### M3 wires, run 1

(6 px per um)
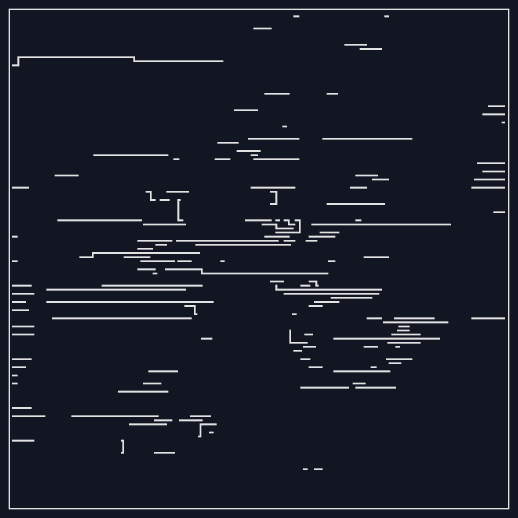
### Routed metal, one colour a layer, run 1

(3 px per um)
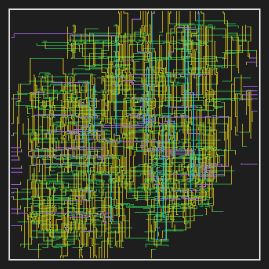
### Clock distribution, run 1

(6 px per um)
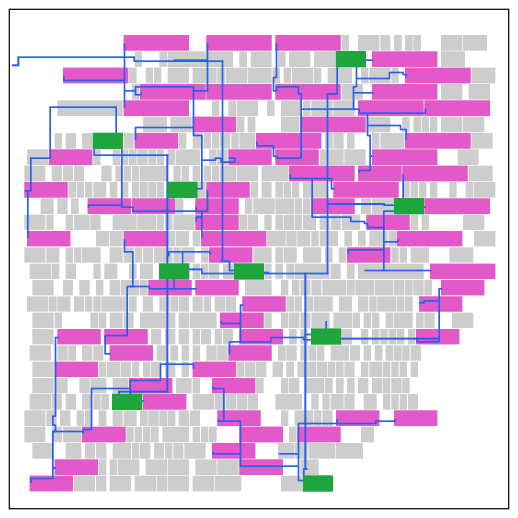
$ cat config.mk
export PLATFORM = sky130hd
export DESIGN_NAME = rom_stream_reader
export DESIGN_NICKNAME = d
export VERILOG_FILES = /design/src/rtl/rom_stream_reader.sv
export SDC_FILE = /design/constraint.sdc
export NUM_CORES = 1
export LEC_CHECK = 0
export ABC_AREA = 1
export ABC_CLOCK_PERIOD_IN_PS = 5200
export CAP_MARGIN = 15
export CORE_MARGIN = 2
export CORE_UTILIZATION = 60
export CTS_BUF_LIST = sky130_fd_sc_hd__clkbuf_8
export DETAILED_ROUTE_END_ITERATION = 10
export PLACE_DENSITY = 0.95
export SYNTH_ARGS = -nofsm -noshare
export SYNTH_HDL_FRONTEND = slang
export SYNTH_SLANG_ARGS = --single-unit
$ cat constraint.sdc
create_clock -name clock -period 5.2 [get_ports clock]
set_input_delay 1.04 -clock clock [delete_from_list [all_inputs] [get_ports clock]]
set_output_delay 1.04 -clock clock [all_outputs]
set_load 0.01 [all_outputs]
$ cat src/rtl/rom_stream_reader.sv
// rom_stream_reader
//
// Burst sequencer placed in front of a block ROM that has a one-cycle registered read. A single
// start request (startAddr, length) becomes a stream of ROM words on a valid/ready interface.
// A two-entry FIFO absorbs the ROM latency. A read is issued only when the FIFO is sure to have
// room for its word, so the consumer may stall on any cycle without loss or duplication.
//
// Ports:
//   clock        rising-edge clock
//   reset        synchronous, active-high; aborts any burst and discards buffered words
//   start        burst request, honoured only while busy is low
//   startAddr    address of the first word (must be < memDepth)
//   length       number of words in the burst; 0 completes immediately
//   romAddress   ROM read address
//   romEnable    ROM read enable; high only on cycles that issue a read
//   romData      ROM read data, valid the cycle after romEnable
//   dataOut      stream word (FIFO head)
//   dataValid    dataOut holds a valid word
//   dataReady    consumer accepts; a handshake is dataValid & dataReady at a rising edge
//   dataLast     high together with the final word of the burst
//   busy         burst in progress
//   done         one-cycle pulse after the final handshake of a burst

module rom_stream_reader #(
  parameter int unsigned blockLength = 12,
  parameter int unsigned memDepth    = 250,
  localparam int unsigned addressBitWidth = (memDepth > 1) ? $clog2(memDepth) : 1
) (
  input  logic                       clock,
  input  logic                       reset,
  input  logic                       start,
  input  logic [addressBitWidth-1:0] startAddr,
  input  logic [addressBitWidth:0]   length,
  output logic [addressBitWidth-1:0] romAddress,
  output logic                       romEnable,
  input  logic [blockLength-1:0]     romData,
  output logic [blockLength-1:0]     dataOut,
  output logic                       dataValid,
  input  logic                       dataReady,
  output logic                       dataLast,
  output logic                       busy,
  output logic                       done
);

  localparam logic [addressBitWidth-1:0] AddrLast = addressBitWidth'(memDepth - 1);
  localparam logic [addressBitWidth-1:0] AddrOne  = addressBitWidth'(1);
  localparam logic [addressBitWidth:0]   CntOne   = (addressBitWidth + 1)'(1);

  typedef enum logic [1:0] {
    StIdle,
    StIssue,
    StDrain
  } state_e;

  // Sequencer state
  state_e                     state_q;
  logic [addressBitWidth-1:0] addr_q;       // next ROM address to read
  logic [addressBitWidth:0]   remaining_q;  // reads still to issue
  logic [addressBitWidth:0]   length_q;     // burst length, kept for dataLast / completion
  logic [addressBitWidth:0]   hs_count_q;   // handshakes completed in this burst
  logic                       busy_q;
  logic                       done_q;

  // Read pipeline and buffering
  logic                       in_flight_q;  // a read was issued last cycle; romData is real
  logic [1:0]                 fifo_count_q;
  logic                       fifo_rd_ptr_q;
  logic                       fifo_wr_ptr_q;
  logic [blockLength-1:0]     fifo_mem_q [2];

  // Combinational control
  logic                       pop;
  logic                       issue;
  logic                       credit_ok;
  logic [1:0]                 occupancy;
  logic [addressBitWidth-1:0] addr_next;
  logic [addressBitWidth:0]   hs_count_next;
  logic                       drain_done;

  always_comb begin
    dataValid = (fifo_count_q != 2'd0);
    pop       = dataValid & dataReady;

    // Words already committed to the buffer: stored plus the one arriving from the ROM.
    // Credit = 2 - occupancy + pop; a read may go out while that is positive. A pop in the
    // same cycle frees a slot in time for the word that lands two edges later.
    occupancy = fifo_count_q + {1'b0, in_flight_q};
    credit_ok = (occupancy < 2'd2) || (pop && (occupancy == 2'd2));

    issue = (state_q == StIssue) && (remaining_q != '0) && credit_ok;

    addr_next = (addr_q == AddrLast) ? '0 : addr_q + AddrOne;

    // Completion looks at the post-edge values so done rises right after the last handshake.
    hs_count_next = hs_count_q + {{addressBitWidth{1'b0}}, pop};
    drain_done    = (state_q == StDrain) && !in_flight_q &&
                    (fifo_count_q == {1'b0, pop}) && (hs_count_next == length_q);
  end

  // romEnable depends on this cycle's pop, so it cannot be registered without losing
  // back-to-back throughput; it is decoded from registered state plus dataReady.
  assign romEnable  = issue;
  assign romAddress = addr_q;
  assign dataOut    = fifo_mem_q[fifo_rd_ptr_q];
  assign dataLast   = dataValid && (hs_count_q == length_q - CntOne);
  assign busy       = busy_q;
  assign done       = done_q;

  // Sequencer FSM with its counters and registered status outputs.
  always_ff @(posedge clock) begin
    if (reset) begin
      state_q     <= StIdle;
      addr_q      <= '0;
      remaining_q <= '0;
      length_q    <= '0;
      hs_count_q  <= '0;
      busy_q      <= 1'b0;
      done_q      <= 1'b0;
    end else begin
      done_q <= 1'b0;
      if (pop) begin
        hs_count_q <= hs_count_next;
      end

      case (state_q)
        StIdle: begin
          if (start) begin
            addr_q      <= startAddr;
            remaining_q <= length;
            length_q    <= length;
            hs_count_q  <= '0;
            busy_q      <= 1'b1;
            state_q     <= (length == '0) ? StDrain : StIssue;
          end
        end

        StIssue: begin
          if (issue) begin
            addr_q      <= addr_next;
            remaining_q <= remaining_q - CntOne;
            if (remaining_q == CntOne) begin
              state_q <= StDrain;
            end
          end
        end

        StDrain: begin
          if (drain_done) begin
            done_q  <= 1'b1;
            busy_q  <= 1'b0;
            state_q <= StIdle;
          end
        end

        default: state_q <= StIdle;
      endcase
    end
  end

  // Read pipeline and two-entry FIFO. A write and a pop may coincide; when full the write
  // lands in the slot being popped, which becomes the new tail.
  always_ff @(posedge clock) begin
    if (reset) begin
      in_flight_q   <= 1'b0;
      fifo_count_q  <= 2'd0;
      fifo_rd_ptr_q <= 1'b0;
      fifo_wr_ptr_q <= 1'b0;
      fifo_mem_q[0] <= '0;
      fifo_mem_q[1] <= '0;
    end else begin
      in_flight_q <= issue;

      // The ROM drives 0 when not enabled, so only trust romData behind an issued read.
      if (in_flight_q) begin
        fifo_mem_q[fifo_wr_ptr_q] <= romData;
        fifo_wr_ptr_q             <= ~fifo_wr_ptr_q;
      end

      if (pop) begin
        fifo_rd_ptr_q <= ~fifo_rd_ptr_q;
      end

      fifo_count_q <= fifo_count_q + {1'b0, in_flight_q} - {1'b0, pop};
    end
  end

endmodule
==> reports/results.txt, run 1 <==
Detailed Place HPWL - 6900 um
Tool warnings - 29
CTS tree - yes
Syn_area_per_cell - 7.79 um2
RSZ-0062 raised after global routing - false
Worst-path clk slew - 80 ps
# Post-CTS Setup Buffers - 0
DP Cell Count - 601
CP dominant cell by count - clkdlybuf4s50_1
Fin. max-slew vios - 0
Clk Tree Root Cell - clkbuf_8
DRC Markers - 0
Worst-Margin Slew - 629 ps
Int Power - 1.29 mW
Pwr dens - 447 nW/um2
Hold buffer count at CTS - 0
Critical path class - input port to primary output
Max IR drop VDD - 0.267 mV
Flop pwr share - 0.367
Clock Sinks - 69
Post-Syn Area - 3740 um2
Final Hold Viols - 0
Crit-path max FO - 7
Share of cells above drive strength 1 - 0.0996
Total die size - 6890 um2
Synth Instances - 481
Initial antenna violation count - 0
Sequential area share after synthesis - 0.433
Fin util - 0.768
First-pass GRT wire length - 16400 um
Relative slew slack - 0.580
Yosys warns - 0
Psw - 0.768 mW
Yosys cell count - 481
CP max-delay cell - clkdlybuf4s50_1
Fin nets - 579
Diode count - 0
Die height - 83 um
Combinational power share - 0.369
WP data arrival - 2700 ps
Most common logic cells in the final layout - nand2_1, nor2_1, inv_1
LEAKAGE - 2.00 nW
Sw Share - 0.373
Slowest Stage Delay on Critical Path - 590 ps
Number of core rows - 28
Top cell excl fill/tap - nand2_1
Distinct lib cells used - 42
Tcrit/Tclk final - 0.720
CTS Buf Count - 9
Ys flops - 69
Top Ports - 58
Non-filler cells, final - 617
Init Core Util - 0.625
Max Clock Skew - 9.76 ps
PortBufs - 57
Die width - 83 um
Crit path launch type - input port
Routed Antenna Nets - 0
CORE AREA - 5990 um2
CP delay by family, top - buffers and inverters
Total power - 2.06 mW
Total gr overflow - 0
Yosys chip area - 3740 um2
Clock Path Buffers - 2
Net Count, Synth - 523
DRT iter0 DRCs - 348
Final setup fails - 0
Via density - 5.87
Outcome - completed
Ys flop type - dfxtp_1
FMAX - 267 MHz
CP Capture Type - primary output
H-tree levels - 3
Max cap viols - 0
Clock network fraction of design power - 0.264
Buf+Inv Stages, Crit Path - 3
GP Congestion - 0.950
Area growth syn-to-layout - 22.9%
Worst Hold Class - flop to flop
WP data required - 4160 ps
Post-CTS Resized - 0
Latency at later pin - 360 ps
Post-synth ARST share - 0
Notes on 'M3 wires' above:
main direction: horizontal
wire length on this layer: 715 um
global-route met3 utilization: 0.0527
vias: 3622
drt total wl: 10000 um

Notes on 'Routed metal, one colour a layer' above:
| layer | colour | wire length |
|---|---|---|
| M4 | cyan | 472 um |
| M2 | yellow | 5020 um |
| M1 | green | 3840 um |
| M3 | purple | 715 um |
Total GRT Usage: 0.297
post-DR wirelength/cell: 16.3 um

Notes on 'Clock distribution' above:
[clock-net drivers] green | count: 9
[flip-flops] magenta | count: 69
[clock wires] blue | length: 874 um
routed clock nets: 10

-- run 1: synthesized netlist by cell type (5+ instances only) --
cell,n,area share
inv_1,66,0.066
buf_2,5,0.0067
dfxtp_1,45,0.24
xor2_1,13,0.030
nand2_1,74,0.074
nand2_2,7,0.012
nor2_1,71,0.071
a31oi_1,6,0.010
edfxtp_1,24,0.19
o21ai_0,41,0.055
mux2_2,12,0.036
a21oi_1,30,0.040
xnor2_1,6,0.014
clkbuf_1,6,0.0060
nor3_1,7,0.0094
nand3_1,22,0.029
ha_1,9,0.030
-- run 1: final timing paths --
kind,from,to,slack [ps],cells past startpoint
setup / recovery,dataReady,romEnable,1460,6
hold / removal,fifo_wr_ptr_q$_SDFFE_PP0P_,fifo_wr_ptr_q$_SDFFE_PP0P_,500,2
setup reg to reg,fifo_count_q[0]$_SDFF_PP0_,state_q[1]$_SDFFE_PP0P_,2480,16
hold reg to reg,fifo_wr_ptr_q$_SDFFE_PP0P_,fifo_wr_ptr_q$_SDFFE_PP0P_,500,2
-- run 1: state kept, by name, indices dropped and copies added, names as in the netlist, named ones only --
name	flops
done	1
state_q	2
romAddress	8
fifo_rd_ptr_q	1
in_flight_q	1
fifo_wr_ptr_q	1
length_q	9
fifo_count_q	2
fifo_mem_q	24
hs_count_q	9
remaining_q	9
busy	1
-- run 1: stage by stage --
stage	worst slack, ps	hold WS [ps]	cell area [um2]
after floorplan	2610	426	3740
after global placement	1520	437	4350
after detailed placement	1510	481	4350
after CTS	1470	492	4600
after global routing	1390	531	4600
final	1460	499	4600
-- run 1: worst register-to-register path, delay by kind of cell, from the launching register on --
family | cells | cell delay [ps]
AND-OR/OR-AND | 1 | 60
adder cells (fa/ha/maj) | 1 | 310
flip-flops | 1 | 400
AND/OR/NAND/NOR | 11 | 1350
buffers and inverters | 3 | 520
-- run 1: routing by layer --
metal | share of wire | GRT usage | routed length [um]
met1 | 0.38 | 0.343 | 3840
met2 | 0.50 | 0.511 | 5020
met3 | 0.071 | 0.0527 | 714
met4 | 0.047 | 0.182 | 471
met5 | 0 | 0 | 0
-- run 1: final cells by class --
cell class	instances	area (um2)
Clock buffer	9	124
Clock inverter	7	123
Fill cell	386	1390
Inverter	70	263
Multi-Input combinational cell	329	1800
Sequential cell	69	1620
Tap cell	75	93.8
Timing Repair Buffer	58	578
-- run 1: power by group through the flow --
| stage | clock [mW] | sequential (mW) | combinational, mW |
|---|---|---|---|
| 5_1_grt | 0.570 | 0.766 | 0.831 |
| 3_3_place_gp | 0 | 0.751 | 0.697 |
| 3_5_place_dp | 0 | 0.761 | 0.734 |
| 2_1_floorplan | 0 | 0.738 | 0.507 |
| 6_report | 0.544 | 0.755 | 0.760 |
| 4_1_cts | 0.546 | 0.751 | 0.751 |
-- run 1: cell families after synthesis --
kind of cell | share of synthesized area
simple gates | 0.230
buf+inv | 0.0869
flops | 0.433
xor+xnor | 0.0488
compound gates | 0.135
fa+ha+maj | 0.0301
mux | 0.0361
### Gate families picked out, run 1

(3 px per um)
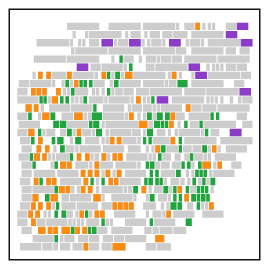

==> inputs of run 2 (changes only) <==
--- a/config.mk
+++ b/config.mk
@@ -6,13 +6,13 @@
 export NUM_CORES = 1
 export LEC_CHECK = 0
 export ABC_AREA = 1
-export ABC_CLOCK_PERIOD_IN_PS = 5200
+export ABC_CLOCK_PERIOD_IN_PS = 3300
 export CAP_MARGIN = 15
 export CORE_MARGIN = 2
-export CORE_UTILIZATION = 60
+export CORE_UTILIZATION = 50
 export CTS_BUF_LIST = sky130_fd_sc_hd__clkbuf_8
 export DETAILED_ROUTE_END_ITERATION = 10
-export PLACE_DENSITY = 0.95
+export PLACE_DENSITY = 0.86
 export SYNTH_ARGS = -nofsm -noshare
 export SYNTH_HDL_FRONTEND = slang
 export SYNTH_SLANG_ARGS = --single-unit
==> constraint.sdc (replaced) <==
create_clock -name clock -period 3.3 [get_ports clock]
set_input_delay 0.66 -clock clock [delete_from_list [all_inputs] [get_ports clock]]
set_output_delay 0.66 -clock clock [all_outputs]
set_load 0.01 [all_outputs]
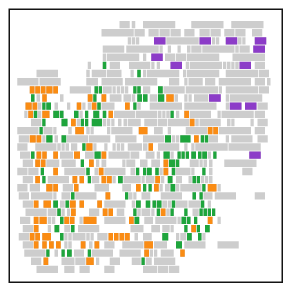
*Gate families picked out, run 2*
(3 px per um)
| family | colour | cells | most used |
|---|---|---|---|
| mux cells | purple | 12 | mux2_2 |
| nand cells | green | 109 | nand2_1 |
| aoi and oai cells | orange | 90 | o21ai_0 |

==> reports/results.txt, run 2 <==
Outcome - completed
Yosys cell count - 481 (unchanged)
Syn_area_per_cell - 7.79 um2 (unchanged)
Placed cell area - 4410 um2 (+1.4%)
GP Congestion - 0.880 (-7.3%)
Pwr dens - 681 nW/um2 (+52%)
Flop pwr share - 0.371 (+0.004)
EDFF count, synth - 24
Total power - 3.16 mW (+54%)
Worst Hold Slack - 472 ps (-27.5 ps)
DP Cell Count - 629 (+4.7%)
Final Hold Viols - 0 (unchanged)
# Post-CTS Setup Buffers - 0 (unchanged)
CTS Buf Count - 9 (unchanged)
Post-route minimum period - 3130 ps
Ys flop type - dfxtp_1
Clk Tree Root Cell - clkbuf_8
Worst setup margin - 171 ps (-1290 ps)
Share of the synthesized area in the top cell type - 0.241 (unchanged)
CP Capture Type - primary output
Distinct lib cells used - 42 (unchanged)
Crit-path max FO - 4 (-3)
Top cell type by instance count after synthesis - nand2_1
Ys flops - 69 (unchanged)
Most common logic cells in the final layout - nand2_1, nor2_1, inv_1
Latency at later pin - 360 ps (about the same)
WP data arrival - 2470 ps (-230 ps)
LEAKAGE - 2.01 nW (+0.76%)
Final setup fails - 0 (unchanged)
Setup TNS - 0 ps
Yosys warns - 0 (unchanged)
Diode count - 0 (unchanged)
Clock network fraction of design power - 0.255 (-0.009)
Post-Syn Area - 3740 um2 (unchanged)
Largest net degree at the start of global routing - 28
Post-synth ARST share - 0 (unchanged)
Area growth syn-to-layout - 24.1%
Tool warnings - 29 (unchanged)
H-tree levels - 3 (unchanged)
Worst Hold Class - flop to flop
Vias - 3400 (-6.1%)
Fin area - 4650 um2 (+1.0%)
Area leader, netlist - dfxtp_1
Clock Sinks - 69 (unchanged)
DRT iter0 DRCs - 239 (-31%)
Fin. max-slew vios - 0 (unchanged)
Fin nets - 583 (+0.69%)
Max FFs per register - 24 (unchanged)
Synth Instances - 481 (unchanged)
Max IR drop VDD - 0.368 mV (+38%)
Die height - 90.5 um (+9.1%)
Top Ports - 58 (unchanged)
Max cap viols - 0 (unchanged)
Routed Antenna Nets - 0 (unchanged)
PortBufs - 57 (unchanged)
Tcrit/Tclk final - 0.948
Leading post-synthesis cells by cell area - dfxtp_1, edfxtp_1, nand2_1
Place WS - 379 ps (-1130 ps)
Post-DR wirelength/cell - 14.2 um (-13%)
Top cells by count, synth - nand2_1, nor2_1, inv_1
Drt pass-1 iters - 5
Fill cells - 615 (+59%)
Combinational power share - 0.374 (+0.005)
CTS tree - yes
Register Area - 1620 um2 (unchanged)
Hold buffer count at CTS - 0 (unchanged)
WP data required - 2640 ps (-1520 ps)
Fin util - 0.641 (-0.127)
Drt total wl - 9130 um (-9.0%)
Total GRT Usage - 0.228 (-0.0692)
Top cell excl fill/tap - nand2_1
Reg with most FFs - fifo_mem_q
Logic area - 1800 um2 (+0.28%)
Worst-Margin Slew - 614 ps (-14.4 ps)
Vias in the first global route - 3348
Net Count, Synth - 523 (unchanged)
Share of cells above drive strength 1 - 0.108 (+0.00843)
Via density - 5.27 (-10%)
Max Clock Skew - 13.5 ps (+3.71 ps)
Sw Share - 0.377 (+0.00434)
Worst-path clk slew - 80 ps (about the same)
Psw - 1.19 mW (+56%)
Clock Path Buffers - 2 (unchanged)
Detailed Place HPWL - 6460 um (-6.4%)
DRC Markers - 0 (unchanged)
Die width - 90.5 um (+9.1%)
Crit path launch type - flop
Post-CTS Resized - 0 (unchanged)
Relative slew slack - 0.590 (+0.00960)
First-pass GRT wire length - 15100 um (-7.9%)
Sequential area share after synthesis - 0.433 (unchanged)
Initial antenna violation count - 0 (unchanged)
Total gr overflow - 0 (unchanged)
FMAX - 320 MHz
Int Power - 1.97 mW (+53%)
Non-filler cells, final - 645 (+4.5%)
Init Core Util - 0.516 (-0.109)
Yosys chip area - 3740 um2 (unchanged)
Total die size - 8200 um2 (+19%)
Number of core rows - 31 (+11%)
Critical path class - flop to primary output
CORE AREA - 7250 um2 (+21%)
-- run 2: cell counts after synthesis --
No cell type changed its count.
-- run 2: cells by family (layout without fill, tap and decap cells) --
logic type | after synthesis | count (layout) | share of synthesized area
simple gates | 197 | 197 | 0.230
compound gates | 91 | 91 | 0.135
buf+inv | 83 | 148 | 0.0869
flops | 69 | 69 | 0.433
xor+xnor | 20 | 20 | 0.0488
mux | 12 | 12 | 0.0361
fa+ha+maj | 9 | 9 | 0.0301
-- run 2: worst max-delay path, cell delays in order, from the launching register on --
cell             delay, ps
dfxtp_1                350
inv_1                  100
ha_1                   200
nand3_1                160
nor3_1                 230
xor2_1                 180
nand3_1                130
nor3_2                 210
clkdlybuf4s50_1        570
-- run 2: final timing paths --
check                             startpoint                    endpoint  slack (ps)  cells after the start
hold / removal    fifo_rd_ptr_q$_SDFFE_PP0N_  fifo_rd_ptr_q$_SDFFE_PP0N_         470                      1
setup reg to reg  fifo_count_q[1]$_SDFF_PP0_     state_q[1]$_SDFFE_PP0P_        1160                     18
hold reg to reg   fifo_rd_ptr_q$_SDFFE_PP0N_  fifo_rd_ptr_q$_SDFFE_PP0N_         470                      1
setup / recovery    length_q[0]$_SDFFE_PP0P_                    dataLast         170                      8
-- run 2: final cells by class --
class / count / area share
clock buffers: 9 / 0.0266
well taps: 99 / 0.0266
flip-flops and latches: 69 / 0.349
inverters: 70 / 0.0565
multi-input cells: 329 / 0.388
clock inverters: 7 / 0.0226
repair buffers: 62 / 0.131
-- run 2: power groups by stage --
stage | logic [mW] | registers, mW | clock network (mW)
final | 1.18 | 1.17 | 0.808
after global routing | 1.31 | 1.20 | 0.849
after CTS | 1.17 | 1.17 | 0.812
after detailed placement | 1.15 | 1.19 | 0
after global placement | 1.12 | 1.18 | 0
after floorplan | 0.799 | 1.16 | 0
-- run 2: per-layer routing --
metal	track usage	vias up	part of all wire
met5	0	-	0
met4	0.0949	0	0.019
met3	0.0559	15	0.048
met2	0.394	99	0.50
met1	0.270	1596	0.43
li1	-	1690	-
### Routed metal, one colour a layer, run 2

(3 px per um)
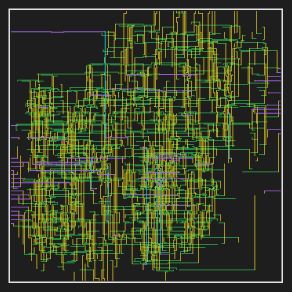

==> inputs of run 3 (changes only) <==
--- a/config.mk
+++ b/config.mk
@@ -9,10 +9,11 @@
 export ABC_CLOCK_PERIOD_IN_PS = 3300
 export CAP_MARGIN = 15
 export CORE_MARGIN = 2
-export CORE_UTILIZATION = 50
+export CORE_UTILIZATION = 30
 export CTS_BUF_LIST = sky130_fd_sc_hd__clkbuf_8
+export CTS_CLUSTER_SIZE = 10
 export DETAILED_ROUTE_END_ITERATION = 10
-export PLACE_DENSITY = 0.86
+export PLACE_DENSITY = 0.59
 export SYNTH_ARGS = -nofsm -noshare
 export SYNTH_HDL_FRONTEND = slang
 export SYNTH_SLANG_ARGS = --single-unit
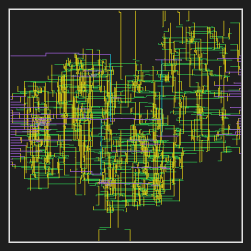
*Routed metal, one colour a layer, run 3*
(2 px per um)
| layer | colour | wire length |
|---|---|---|
| M4 | cyan | 98.6 um |
| M1 | green | 4280 um |
| M2 | yellow | 4300 um |
| M3 | purple | 694 um |
vias: 3290
Total GRT Usage: 0.146
drt total wl: 9370 um

==> reports/results.txt, run 3 <==
Detailed Place HPWL - 6980 um (+8.0%)
Flop pwr share - 0.385 (+0.014)
Largest net degree at the start of global routing - 23 (-18%)
Total die size - 13400 um2 (+63%)
Max cap viols - 0 (unchanged)
Top cell type by instance count after synthesis - nand2_1
Post-route minimum period - 3110 ps (-23.1 ps)
Combinational power share - 0.385 (+0.011)
Tool warnings - 29 (unchanged)
Max IR drop VDD - 0.368 mV (about the same)
Fin nets - 584 (+0.17%)
Final setup fails - 0 (unchanged)
Ys flop type - dfxtp_1
CTS Buf Count - 9 (unchanged)
Leading post-synthesis cells by cell area - dfxtp_1, edfxtp_1, nand2_1
Worst-Margin Slew - 648 ps (+33.2 ps)
Share of the synthesized area in the top cell type - 0.241 (unchanged)
Clock Sinks - 69 (unchanged)
Yosys cell count - 481 (unchanged)
CORE AREA - 12100 um2 (+67%)
Syn_area_per_cell - 7.79 um2 (unchanged)
Post-synth ARST share - 0 (unchanged)
Clock network fraction of design power - 0.229 (-0.026)
Outcome - completed
Fin area - 4710 um2 (+1.3%)
Share of cells above drive strength 1 - 0.106 (-0.00203)
DRT iter0 DRCs - 207 (-13%)
Initial antenna violation count - 0 (unchanged)
Tcrit/Tclk final - 0.941 (-0.00701)
Worst-path clk slew - 80 ps (about the same)
FMAX - 322 MHz (+0.74%)
Drt pass-1 iters - 5 (unchanged)
PortBufs - 57 (unchanged)
Reg with most FFs - fifo_mem_q
Vias in the first global route - 3206 (-4.2%)
GP Congestion - 0.906 (+2.9%)
Init Core Util - 0.309 (-0.207)
Crit-path max FO - 4 (unchanged)
Top cells by count, synth - nand2_1, nor2_1, inv_1
Final Hold Viols - 0 (unchanged)
Top Ports - 58 (unchanged)
Fin util - 0.389 (-0.252)
Fin. max-slew vios - 0 (unchanged)
Distinct lib cells used - 42 (unchanged)
Most common logic cells in the final layout - nand2_1, nor2_1, inv_1
Area leader, netlist - dfxtp_1
Clk Tree Root Cell - clkbuf_8
Critical path class - flop to primary output
Yosys chip area - 3740 um2 (unchanged)
Int Power - 1.89 mW (-4.0%)
EDFF count, synth - 24 (unchanged)
Worst Hold Class - flop to flop
Sequential area share after synthesis - 0.433 (unchanged)
Area growth syn-to-layout - 25.7%
Die height - 116 um (+28%)
Relative slew slack - 0.568 (-0.0221)
Psw - 1.16 mW (-2.5%)
Yosys warns - 0 (unchanged)
Max Clock Skew - 8.91 ps (-4.57 ps)
Hold buffer count at CTS - 0 (unchanged)
Diode count - 0 (unchanged)
Post-DR wirelength/cell - 13.1 um (-7.4%)
DRC Markers - 0 (unchanged)
Latency at later pin - 350 ps (about the same)
Post-CTS Resized - 0 (unchanged)
Fill cells - 1279 (+110%)
RSZ-0062 raised after global routing - false
Via density - 4.60 (-13%)
Setup TNS - 0 ps (unchanged)
First-pass GRT wire length - 15500 um (+2.5%)
CTS tree - yes
Routed Antenna Nets - 0 (unchanged)
Post-Syn Area - 3740 um2 (unchanged)
WP data arrival - 2450 ps (-20 ps)
Net Count, Synth - 523 (unchanged)
Pwr dens - 649 nW/um2 (-4.7%)
# Post-CTS Setup Buffers - 0 (unchanged)
Placed cell area - 4510 um2 (+2.1%)
H-tree levels - 3 (unchanged)
LEAKAGE - 2.00 nW (-0.71%)
Ys flops - 69 (unchanged)
Top cell excl fill/tap - nand2_1
Synth Instances - 481 (unchanged)
Total gr overflow - 0 (unchanged)
Total power - 3.06 mW (-3.4%)
Number of core rows - 40 (+29%)
Die width - 116 um (+28%)
CP Capture Type - primary output
Max FFs per register - 24 (unchanged)
Clock Path Buffers - 2 (unchanged)
Sw Share - 0.381 (+0.00368)
WP data required - 2640 ps (about the same)
Crit path launch type - flop
==> run 3: cell count changes in the layout (fill, tap and decap cells not counted) <==
cell	before	now
buf_4	5	6
bufinv_16	2	1
clkinv_1	1	2
clkinv_4	1	2
clkinvlp_4	1	2
inv_6	2	1
inv_8	1	0
nor3_1	6	7
nor3_2	1	0
==> run 3: stage by stage <==
step	worst slack (ps)	hold slack, ps	cells
global placement	352	438	699
CTS	118	458	715
floorplan	1090	426	481
global route	2.57	515	715
detailed placement	384	440	699
finish	195	471	715
==> run 3: logic make-up (layout without fill, tap and decap cells) <==
group	Yosys count	in the layout	synth area share
xor gates and xnor gates	20	20	0.0488
and+or+nand+nor	197	197	0.230
adders and majority gates	9	9	0.0301
buffers and inverters	83	149	0.0869
muxes	12	12	0.0361
AOI/OAI and AO/OA	91	91	0.135
DFF	69	69	0.433
==> run 3: layout make-up <==
class                   count  area [um2]  area share
clock inverters             7        75.1      0.0159
well taps                 168         210      0.0447
multi-input cells         329        1800       0.382
inverters                  70         263      0.0558
clock buffers               9         124      0.0263
repair buffers             63         616       0.131
flip-flops and latches     69        1620       0.344
==> run 3: worst paths after layout <==
path                                            startpoint                       to  slack [ps]  cells past startpoint
worst max-delay path              length_q[0]$_SDFFE_PP0P_                 dataLast         190                      8
worst min-delay path            fifo_rd_ptr_q$_SDFFE_PP0N_                     flop         470                      1
worst max register to register  fifo_count_q[1]$_SDFF_PP0_  state_q[1]$_SDFFE_PP0P_        1170                     18
worst min register to register  fifo_rd_ptr_q$_SDFFE_PP0N_                     flop         470                      1
==> run 3: power by group through the flow <==
stage          sequential [mW]  combinational [mW]  clock, mW
2_1_floorplan             1.16               0.799          0
3_3_place_gp              1.19                1.15          0
3_5_place_dp              1.19                1.18          0
4_1_cts                   1.18                1.18      0.722
5_1_grt                   1.20                1.33      0.763
6_report                  1.18                1.18      0.701
==> run 3: worst max-delay path, stage by stage, from the launching register on <==
cell	delay [ps]
dfxtp_1	340
inv_1	100
ha_1	200
nand3_1	160
nor3_1	240
xor2_1	170
nand3_1	80
nor3_1	220
clkdlybuf4s50_1	580
==> run 3: layer usage <==
metal	track usage	vias to the layer above	part of all wire
met4	0.0405	0	0.010
li1	-	1688	-
met1	0.183	1495	0.46
met2	0.242	100	0.46
met3	0.0497	7	0.074
met5	0	-	0

==> screenshots <==
Clock wiring as the flow saved it.
shot_01.png
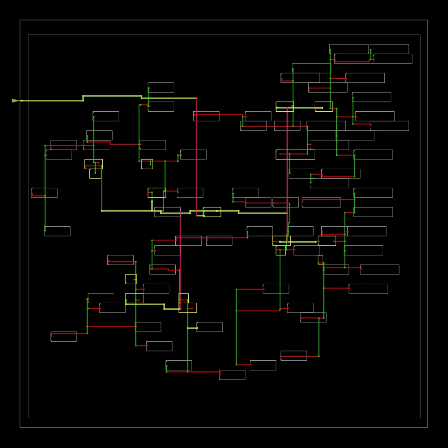
shot_02.png
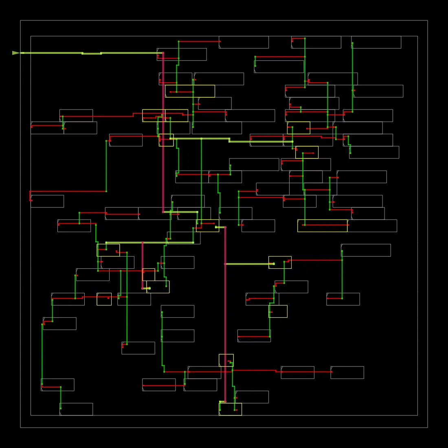
shot_03.png
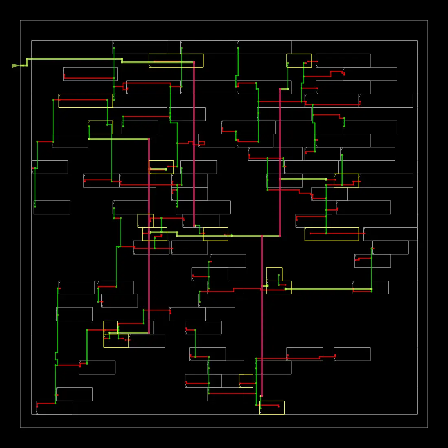
| picture | from |
|---|---|
| shot_01.png | run 3 |
| shot_03.png | run 1 |
| shot_02.png | run 2 |

Power is estimated from default activity; no workload was simulated.
